**config.mk**
```make
export PLATFORM = sky130hd
export DESIGN_NAME = xadc_scan_pwm
export DESIGN_NICKNAME = d
export VERILOG_FILES = /design/src/rtl/xadc_scan_pkg.sv /design/src/rtl/pwm_channel.sv /design/src/rtl/xadc_scan_pwm.sv
export SDC_FILE = /design/constraint.sdc
export NUM_CORES = 1
export LEC_CHECK = 0
export CORE_UTILIZATION = 50
export DETAILED_ROUTE_END_ITERATION = 8
export PLACE_DENSITY = 0.8
export SETUP_SLACK_MARGIN = 0.02
export SLEW_MARGIN = 10
export SYNTH_ARGS = -nofsm -noshare
export SYNTH_HDL_FRONTEND = slang
export SYNTH_HIERARCHICAL = 1
export SYNTH_SLANG_ARGS = --single-unit
```
**constraint.sdc**
```tcl
create_clock -name clk -period 1.92 [get_ports clk]
set_clock_uncertainty 0.1 [all_clocks]
set_input_delay 0.48 -clock clk [delete_from_list [all_inputs] [get_ports clk]]
set_output_delay 0.48 -clock clk [all_outputs]
set_load 0.01 [all_outputs]
```
**src/rtl/xadc_scan_pkg.sv**
```systemverilog
// Shared types and DRP address constants for the XADC auxiliary-channel scanner.
package xadc_scan_pkg;

  typedef enum logic [1:0] {
    IDLE = 2'd0,
    REQ  = 2'd1,
    WAIT = 2'd2
  } state_t;

  localparam logic [6:0] VAUX6  = 7'h16;
  localparam logic [6:0] VAUX7  = 7'h17;
  localparam logic [6:0] VAUX14 = 7'h1E;
  localparam logic [6:0] VAUX15 = 7'h1F;

  // Channel 0 sits in the low 7 bits.
  localparam logic [27:0] DEF_CH_ADDRS = {VAUX15, VAUX14, VAUX7, VAUX6};

endpackage

```
**src/rtl/pwm_channel.sv**
```systemverilog
// One PWM output: duty shadow register reloaded at the counter wrap, plus comparator.
module pwm_channel #(
  parameter int DATA_W = 8
) (
  input  logic              clk,
  input  logic              rst,
  input  logic [DATA_W-1:0] pwm_count,
  input  logic [DATA_W-1:0] sample,
  output logic              pwm_out
);

  logic [DATA_W-1:0] duty_reg;

  // Reload only at the start of a period so an edge never moves mid-period.
  always_ff @(posedge clk) begin
    if (rst) begin
      duty_reg <= '0;
    end else if (pwm_count == '0) begin
      duty_reg <= sample;
    end
  end

  assign pwm_out = (pwm_count <= duty_reg);

endmodule

```
**src/rtl/xadc_scan_pwm.sv**
```systemverilog
// XADC DRP round-robin scanner driving one PWM output per channel.
// Define XADC_SCAN_AVG_EN to average 2^AVG_LOG2 captures per channel before publishing.
module xadc_scan_pwm
  import xadc_scan_pkg::*;
#(
  parameter int                  NUM_CH   = 4,
  parameter int                  DATA_W   = 8,
  parameter logic [NUM_CH*7-1:0] CH_ADDRS = DEF_CH_ADDRS,
  parameter int                  TIMEOUT  = 255,
  parameter int                  AVG_LOG2 = 2,
  localparam int                 CH_W     = (NUM_CH > 1) ? $clog2(NUM_CH) : 1
) (
  input  logic              clk,
  input  logic              rst,
  input  logic              eoc,
  input  logic              drdy,
  input  logic [15:0]       dout,
  output logic              den,
  output logic [6:0]        daddr,
  output logic [DATA_W-1:0] sample_data,
  output logic [CH_W-1:0]   sample_ch,
  output logic              sample_valid,
  output logic              timeout_err,
  output logic [NUM_CH-1:0] pwm_out
);

  localparam int TO_W = $clog2(TIMEOUT + 1);

  state_t            state_reg, state_next;
  logic [CH_W-1:0]   idx_reg;
  logic [TO_W-1:0]   wait_cnt_reg;
  logic [DATA_W-1:0] pwm_count_reg;
  logic [DATA_W-1:0] sample_reg [NUM_CH];
  logic [DATA_W-1:0] cap_bits;
  logic              capture, expire;
  logic              unused_bits;

  assign cap_bits    = dout[15 -: DATA_W];
  assign unused_bits = ^{dout, AVG_LOG2[0]};

  // drdy wins over an expiring timer on the same cycle.
  assign capture = (state_reg == WAIT) && drdy;
  assign expire  = (state_reg == WAIT) && !drdy && (wait_cnt_reg == TO_W'(TIMEOUT - 1));
  assign den     = (state_reg == REQ);

`ifdef XADC_SCAN_AVG_EN
  localparam int AW = DATA_W + AVG_LOG2;
  localparam int NW = (AVG_LOG2 > 0) ? AVG_LOG2 : 1;

  logic [AW-1:0] acc_reg [NUM_CH];
  logic [NW-1:0] n_reg   [NUM_CH];
  logic [AW-1:0] acc_sum;
  logic          acc_full;

  assign acc_sum  = acc_reg[idx_reg] + AW'(cap_bits);
  assign acc_full = (n_reg[idx_reg] == NW'((1 << AVG_LOG2) - 1));
`endif

  always_ff @(posedge clk) begin
    if (rst) begin
      state_reg <= IDLE;
    end else begin
      state_reg <= state_next;
    end
  end

  always_comb begin
    state_next = state_reg;
    case (state_reg)
      IDLE:    if (eoc) state_next = REQ;
      REQ:     state_next = WAIT;
      WAIT:    if (capture || expire) state_next = IDLE;
      default: state_next = IDLE;
    endcase
  end

  always_ff @(posedge clk) begin
    if (rst) begin
      idx_reg       <= '0;
      wait_cnt_reg  <= '0;
      pwm_count_reg <= '0;
      daddr         <= CH_ADDRS[6:0];
      sample_data   <= '0;
      sample_ch     <= '0;
      sample_valid  <= 1'b0;
      timeout_err   <= 1'b0;
      for (int i = 0; i < NUM_CH; i++) begin
        sample_reg[i] <= '0;
`ifdef XADC_SCAN_AVG_EN
        acc_reg[i]    <= '0;
        n_reg[i]      <= '0;
`endif
      end
    end else begin
      pwm_count_reg <= pwm_count_reg + 1'b1;
      sample_valid  <= 1'b0;
      timeout_err   <= 1'b0;

      // Address tracks idx only while idle, so it is stable across den and the wait.
      if (state_reg == IDLE) begin
        daddr <= CH_ADDRS[7*idx_reg +: 7];
      end

      if (state_reg == REQ) begin
        wait_cnt_reg <= '0;
      end else if (state_reg == WAIT) begin
        wait_cnt_reg <= wait_cnt_reg + 1'b1;
      end

      if (expire) begin
        timeout_err <= 1'b1;
      end

      if (capture) begin
        idx_reg <= (idx_reg == CH_W'(NUM_CH - 1)) ? '0 : idx_reg + 1'b1;
`ifdef XADC_SCAN_AVG_EN
        if (acc_full) begin
          sample_reg[idx_reg] <= acc_sum[AW-1 -: DATA_W];
          sample_data         <= acc_sum[AW-1 -: DATA_W];
          sample_ch           <= idx_reg;
          sample_valid        <= 1'b1;
          acc_reg[idx_reg]    <= '0;
          n_reg[idx_reg]      <= '0;
        end else begin
          acc_reg[idx_reg]    <= acc_sum;
          n_reg[idx_reg]      <= n_reg[idx_reg] + 1'b1;
        end
`else
        sample_reg[idx_reg] <= cap_bits;
        sample_data         <= cap_bits;
        sample_ch           <= idx_reg;
        sample_valid        <= 1'b1;
`endif
      end
    end
  end

  for (genvar gi = 0; gi < NUM_CH; gi++) begin : g_pwm
    pwm_channel #(
      .DATA_W(DATA_W)
    ) u_pwm (
      .clk      (clk),
      .rst      (rst),
      .pwm_count(pwm_count_reg),
      .sample   (sample_reg[gi]),
      .pwm_out  (pwm_out[gi])
    );
  end

endmodule

```
**Run 1: clock network drawn from the DEF**

(6 px per µm)
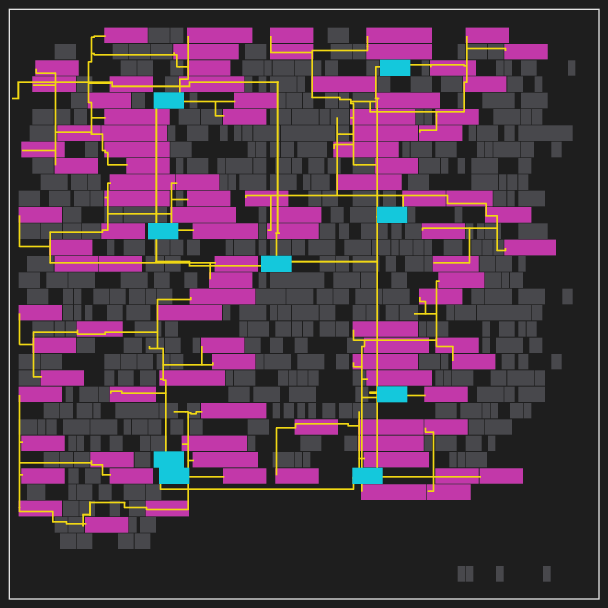
[magenta] flip-flops | count: 98
[cyan] clock-net drivers | count: 9
[yellow] clock wires | length: 1,030 µm
flops lie	spread over the die
routed clock nets	10
power share of the clock group: 29.8%
Latency at later pin: 0.36 ns

**Run 1: cells coloured by class**

(4 px per µm) Fill, decap, tap and diode cells in grey.
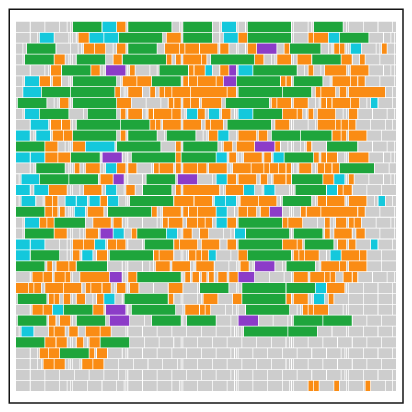
colour	class	cells	share of their area
orange	remaining logic cells	323	43%
cyan	remaining buffers and delay cells	64	10%
green	sequential cells	98	43%
purple	clock drivers and dummy loads	16	3.4%
Util after Layout: 62.4%
Finished Cell Area: 0.00550 mm²
Core ar.: 0.00881 mm²
Rows: 34

**Run 1: local utilization**

(3 px per µm) 10 x 10 tiles, from black (low) to pale yellow (high), 0 to 100% covered.
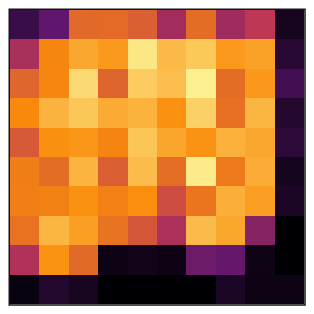
nearly empty tiles	6.0%
mean over tiles	56%
tiles over 75% full	39%

==> run 1: cells in the mapped netlist, types with 8 or more instances <==
master,instances
ha_1,36
a21oi_1,25
inv_1,36
nor2_1,40
nand4_1,9
edfxtp_1,32
nand2_1,11
mux2i_1,32
dfxtp_1,66
a21o_1,9
o21ai_0,10
nor4_2,8
and2_1,32
==> run 1: worst min path at each step <==
stage	startpoint	end
2_1_floorplan	sample_reg[0][0]$_SDFFCE_PN0P_	g_pwm[0].u_pwm/duty_reg[0]$_SDFFE_PP0N_
3_3_place_gp	sample_data[1]$_SDFFE_PP0P_	sample_data[1]$_SDFFE_PP0P_
3_5_place_dp	sample_data[4]$_SDFFE_PP0P_	sample_data[4]$_SDFFE_PP0P_
4_1_cts	sample_data[0]$_SDFFE_PP0P_	sample_data[0]$_SDFFE_PP0P_
5_1_grt	sample_data[0]$_SDFFE_PP0P_	sample_data[0]$_SDFFE_PP0P_
6_report	sample_data[2]$_SDFFE_PP0P_	sample_data[2]$_SDFFE_PP0P_
==> run 1: layout make-up <==
type                    instances  area (µm²)  share of cell area (%)
multi-input cells             287        2190                    39.9
flip-flops and latches         98        2300                    41.9
well taps                     108         135                    2.46
clock buffers                   9         124                    2.25
inverters                      36         135                    2.46
clock inverters                 7        58.8                    1.07
repair buffers                 64         549                    10.0
==> run 1: metal layers <==
layer / share of wire [%] / vias up
li1: - / 1652
met1: 47 / 1594
met2: 48 / 78
met3: 3.4 / 18
met4: 2.0 / 0
met5: 0 / -
==> run 1: timing repair <==
item	in CTS	in global routing
pin swaps	6	2
gates cloned	0	0
resized	32	11
setup buffers	0	1
endpoints found under the setup margin	5	12
==> run 1: worst reg2reg max path, stage by stage, from the launching register on <==
cell	delay [ns]
dfxtp_1	0.55
buf_4	0.23
nand3_1	0.20
or4_1	0.55
a21oi_1	0.14
==> results.py, run 1 <==
# Synthesis and PnR figures
metrics = {
    "power": {
        "p_clk_mw": 1.24,
        "power.group.top": "registers",
        "combPwrFrac_pct": 15.5,
        "p_seq_share_pct": 54.7,
        "intPower_mw": 3.03,
        "comb-power_mw": 0.645,
        "seq_power_mw": 2.28,
        "cellPowerDensity_mw_per_mm2": 759,
        "ir_worst_vdd_uv": 585,
    },
    "synthesis": {
        "ys_types": 46,
        "edf_count": 32,
        "adder_share_pct": 9.76,
        "yosys.area.top_type": "dfxtp_1",
        "yosysTopAreaCellShare_pct": 28.6,
        "ys.flop_type": "dfxtp_1",
        "synth-seq-cells": 98,
        "ys_top_logic_family": "simple AND/OR/NAND/NOR gates",
        "simple_gate_share_pct": 18.4,
        "synthArstFlopShare_pct": 0,
        "yosysWarnings": 6,
        "aoi_share_pct": 9.36,
        "avgSynthCellArea_um2": 10.6,
        "seq_area_frac_synth_pct": 49.5,
        "syn_area_mm2": 0.00461,
        "syn_inst": 437,
        "synth-area-yosys_mm2": 0.00461,
    },
    "min_path": {
        "min_path_cells": 1,
        "min_path_type": "reg -> reg",
    },
    "global_route": {
        "grt_usage_pct": 20.7,
        "grt_pass1_vias": 3230,
        "grt_util_met3_pct": 2.93,
        "use_met2_pct": 33.4,
        "top_usage_layer": "met2",
        "grt_overflow": 0,
        "use_met1_pct": 26.8,
    },
    "clocking": {
        "clk_pin_slew_ns": 0.10,
        "cts_sinks": 98,
        "cts_buffers": 9,
        "cts_buffer_depth": 2,
    },
    "detailed_routing": {
        "route.antenna.remaining_nets": 0,
        "route.detailed.drc": 1,
        "drtIter0Drc": 116,
        "vias": 3342,
        "dr.pass1.iters": 6,
        "wl_per_cell_um": 15.2,
        "viasPerCell": 5.49,
    },
    "worst_setup_path": {
        "crit_type": "reg -> out",
        "r2r_slack_ns": 0.09,
        "timing.rr.start": "pwm_count_reg[2]$_SDFF_PP0_",
        "crit_chain": "ha_4, nor2b_4, o211ai_1, a21oi_1, o22ai_1, buf_2",
        "endpoint": "pwm_out[3]",
        "cp_top_family": "flip-flops",
        "max_stage_delay_ns": 0.46,
        "critPathMaxFanout": 6,
        "setup.worst_path.start": "pwm_count_reg[1]$_SDFF_PP0_",
        "worstSetupEndpointType": "primary output",
        "worst_r2r_endpoint": "pwm_count_reg[7]$_SDFF_PP0_",
        "cp.depth": 6,
    },
    "outcome": {
        "violations": "DRC, setup timing",
        "outcome": "finished with violations",
    },
    "sta": {
        "hold_ws_ns": 0.363,
        "fmax_mhz": 435,
        "relSlewSlack_pct": 65.4,
        "setup_tns_ns": -1.42,
        "worst_slack_ns": -0.379,
        "rsz0062_at_grt": "yes",
        "finalSetupViolCount": 4,
        "fin_crit_sh_pct": 120,
        "slew_viol_final": 0,
    },
    "cells_and_area": {
        "n_antenna_cell": 0,
        "layout_top_cell": "dfxtp_1",
        "final_cells": 609,
        "fillers": 663,
    },
    "place": {
        "dpl.hpwl_mm": 6.52,
        "gp_congestion": 0.818,
        "dp.cells": 592,
    },
    "run": {
        "drv_cap": 0,
        "warning_count": 37,
    },
    "floorplan": {
        "fp_util_pct": 52.4,
    },
}
**Run 1: layout detail**

Window x 37 to 62, y 37 to 62 µm. Cells in grey, sequential cells in the stronger grey; small squares are vias.
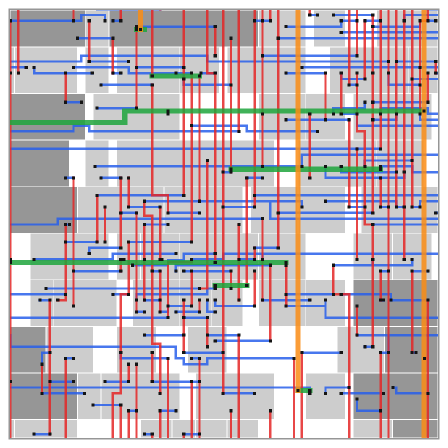

--- run 2 (diff from run 1) ---
Settings changed: PLACE_DENSITY 0.8 to 0.77.
Clock period 1.92 ns to 2.65 ns, I/O delays scaled along.
**Run 2: layout detail**

Window x 37 to 62, y 37 to 62 µm. Cells in grey, sequential cells in the stronger grey; small squares are vias.
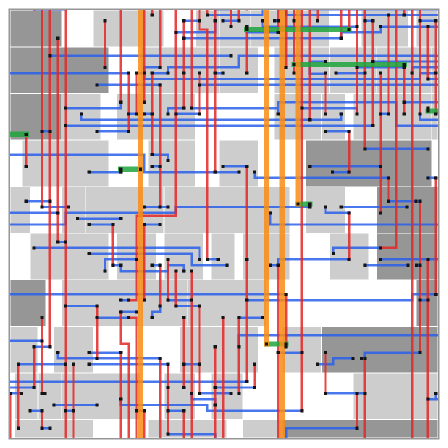
colour	layer
orange	M4
red	M2
green	M3
blue	M1
cells with their middle in the window	43
netlist names of flops here include	`pwm_count_reg` (2), `sample_reg` (1)
sequential cells in the window	3
most frequent	ha_1 (6), buf_4 (5)

**Run 2: cells coloured by class**

(4 px per µm) Fill, decap, tap and diode cells in grey.
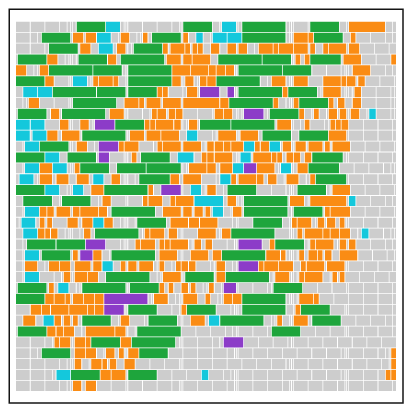
colour	class	cells	share of their area
cyan	remaining buffers and delay cells	48	8.2%
purple	clock drivers and dummy loads	16	4.0%
green	sequential cells	98	44%
orange	remaining logic cells	323	44%

**Run 2: clock network drawn from the DEF**

(6 px per µm)
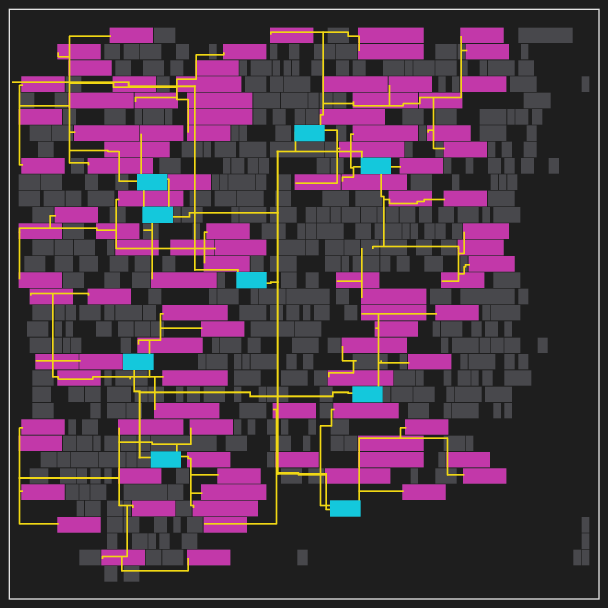
[magenta] flip-flops | count: 98
[yellow] clock wires | length: 1,020 µm
[cyan] clock-net drivers | count: 9
routed clock nets	10
flops lie	spread over the die

==> results.py, run 2 <==
# Synthesis and PnR figures
metrics = {
    "detailed_routing": {
        "viasPerCell": 5.62,
        "dr.pass1.iters": 6,
        "topRoutingLayerUsed": "met4",
        "route.antenna.remaining_nets": 0,
        "routed_wl_mm": 9.27,
        "drtIter0Drc": 75,
        "route.detailed.drc": 2,
        "met1_length_mm": 4.15,
        "wl_per_cell_um": 15.6,
        "wl_met3_um": 393,
        "wl_met2_mm": 4.43,
        "vias": 3331,
    },
    "synthesis": {
        "simple_gate_share_pct": 18.4,
        "ys.flop_type": "dfxtp_1",
        "syn_inst": 437,
        "synthArstFlopShare_pct": 0,
        "synth-seq-cells": 98,
        "aoi_share_pct": 9.36,
        "yosysMostFrequentCell": "dfxtp_1",
        "yosys.area.top_type": "dfxtp_1",
        "avgSynthCellArea_um2": 10.6,
        "yosysTopAreaCellShare_pct": 28.6,
        "ys_types": 46,
        "seq_area_frac_synth_pct": 49.5,
        "adder_share_pct": 9.76,
        "syn_area_mm2": 0.00461,
        "edf_count": 32,
        "synth-area-yosys_mm2": 0.00461,
        "yosysWarnings": 6,
        "netlist_top_cells_count": "dfxtp_1, nor2_1, ha_1, inv_1",
        "ys_top_logic_family": "simple AND/OR/NAND/NOR gates",
    },
    "sta": {
        "rsz0062_at_grt": "no",
        "fin_crit_sh_pct": 96.1,
        "slew_viol_final": 0,
        "finalSetupViolCount": 0,
        "fmax_mhz": 393,
        "worst_slack_ns": 0.105,
    },
    "cells_and_area": {
        "fillers": 717,
        "final_area_mm2": 0.00536,
        "finish.utilization_pct": 60.8,
        "syn_to_final_growth_pct": 16.1,
        "final_cells": 593,
        "layout_top_cell": "dfxtp_1",
        "comb_area_mm2": 0.00216,
        "register_area_mm2": 0.00229,
        "n_antenna_cell": 0,
    },
    "worst_setup_path": {
        "setup.worst_path.start": "pwm_count_reg[1]$_SDFF_PP0_",
        "critPathMaxFanout": 4,
        "timing.rr.start": "state_reg[0]$_SDFFE_PP0P_",
        "crit_chain": "buf_12, ha_4, nor2b_1, o211ai_1, a21oi_1, o22ai_1, buf_2",
        "worstSetupEndpointType": "primary output",
        "max_stage_delay_ns": 0.37,
        "cp_data_arrival_time_ns": 1.78,
        "crit_type": "reg -> out",
        "cp_top_family": "flip-flops",
        "crit_buf_inv": 2,
    },
    "floorplan": {
        "core_mm2": 0.00881,
        "fp_util_pct": 52.4,
        "rows": 34,
        "fp.dieW_um": 98.1,
    },
    "clocking": {
        "clk_pin_slew_ns": 0.10,
        "cts_tree": "yes",
        "clkLatencyLatePin_ns": 0.37,
        "cts_root_buf": "clkbuf_8",
        "postCtsResizedCells": 20,
        "cts_sinks": 98,
        "cts_buffer_depth": 2,
        "cts_hold_buf": 0,
        "cts_setup_buffers": 0,
        "cts_buffers": 9,
    },
    "outcome": {
        "outcome": "finished with violations",
        "violations": "DRC",
    },
    "global_route": {
        "grt_overflow": 0,
        "grt_pass1_wl_mm": 14.9,
        "grt_pass1_vias": 3170,
        "grt_usage_pct": 20.0,
    },
    "run": {
        "drv_cap": 0,
        "warning_count": 36,
    },
    "place": {
        "dp.cells": 577,
        "dpl.hpwl_mm": 6.52,
        "gp_congestion": 0.828,
        "dpl-instance-area_mm2": 0.00510,
    },
    "power": {
        "p_seq_share_pct": 53.3,
        "clock_power_share_pct": 32.1,
        "cellPowerDensity_mw_per_mm2": 577,
        "intPower_mw": 2.28,
        "combPwrFrac_pct": 14.6,
        "ir_worst_vdd_uv": 387,
    },
    "min_path": {
        "min_path_type": "reg -> reg",
        "min-delay-start": "sample_data[2]$_SDFFE_PP0P_",
    },
}
## run 2: cell types whose count changed in the layout (fill, tap and decap cells not counted), sizes merged
cell	before	now
buf	39	23
clkdlybuf4s50	21	25
dlymetal6s2s	3	0
bufinv	0	1
dlygate4sd2	1	0
inv	40	39
## run 2: metrics by stage
step / power, mW / setup TNS [ns] / hold slack [ns]
finish: 3.09 / 0 / 0.364
floorplan: 1.98 / 0 / 0.353
CTS: 3.10 / 0 / 0.366
detailed placement: 2.13 / 0 / 0.341
global placement: 2.11 / -0.0167 / 0.335
global route: 3.23 / 0 / 0.376
## run 2: power groups by stage
stage          sequential [mW]  clock, mW  combinational, mW
4_1_cts                   1.65       1.02              0.436
2_1_floorplan             1.68          0              0.299
3_5_place_dp              1.68          0              0.450
5_1_grt                   1.66       1.08              0.497
3_3_place_gp              1.68          0              0.434
6_report                  1.65      0.992              0.451
## run 2: path summary, 6_finish.rpt
kind	slack, ns	to	cells after the start
min reg2reg	0.36	sample_data[2]$_SDFFE_PP0P_	1
max	0.10	pwm_out[1]	7
max reg2reg	0.81	sample_reg[1][1]$_SDFFCE_PN0P_	4
min	0.36	sample_data[2]$_SDFFE_PP0P_	1
## run 2: metal layers
| metal | vias up | GRT usage [%] |
|---|---|---|
| li1 | 1622 | - |
| met1 | 1603 | 25.1 |
| met2 | 82 | 32.9 |
| met3 | 24 | 4.08 |
| met4 | 0 | 9.91 |
| met5 | - | 0 |
## run 2: worst register-to-register path, cell delays in order (launching register included)
cell	delay, ns
dfxtp_1	0.35
buf_4	0.21
and4bb_2	0.26
and3b_1	0.27
or2_2	0.40
## run 2: area by class of cell
class	count	area share [%]
clock buffers	9	2.31
clock inverters	7	1.59
inverters	36	2.52
multi-input cells	287	40.3
flip-flops and latches	98	42.8
well taps	108	2.52
repair buffers	48	7.97
Power and IR drop assume default switching activity.
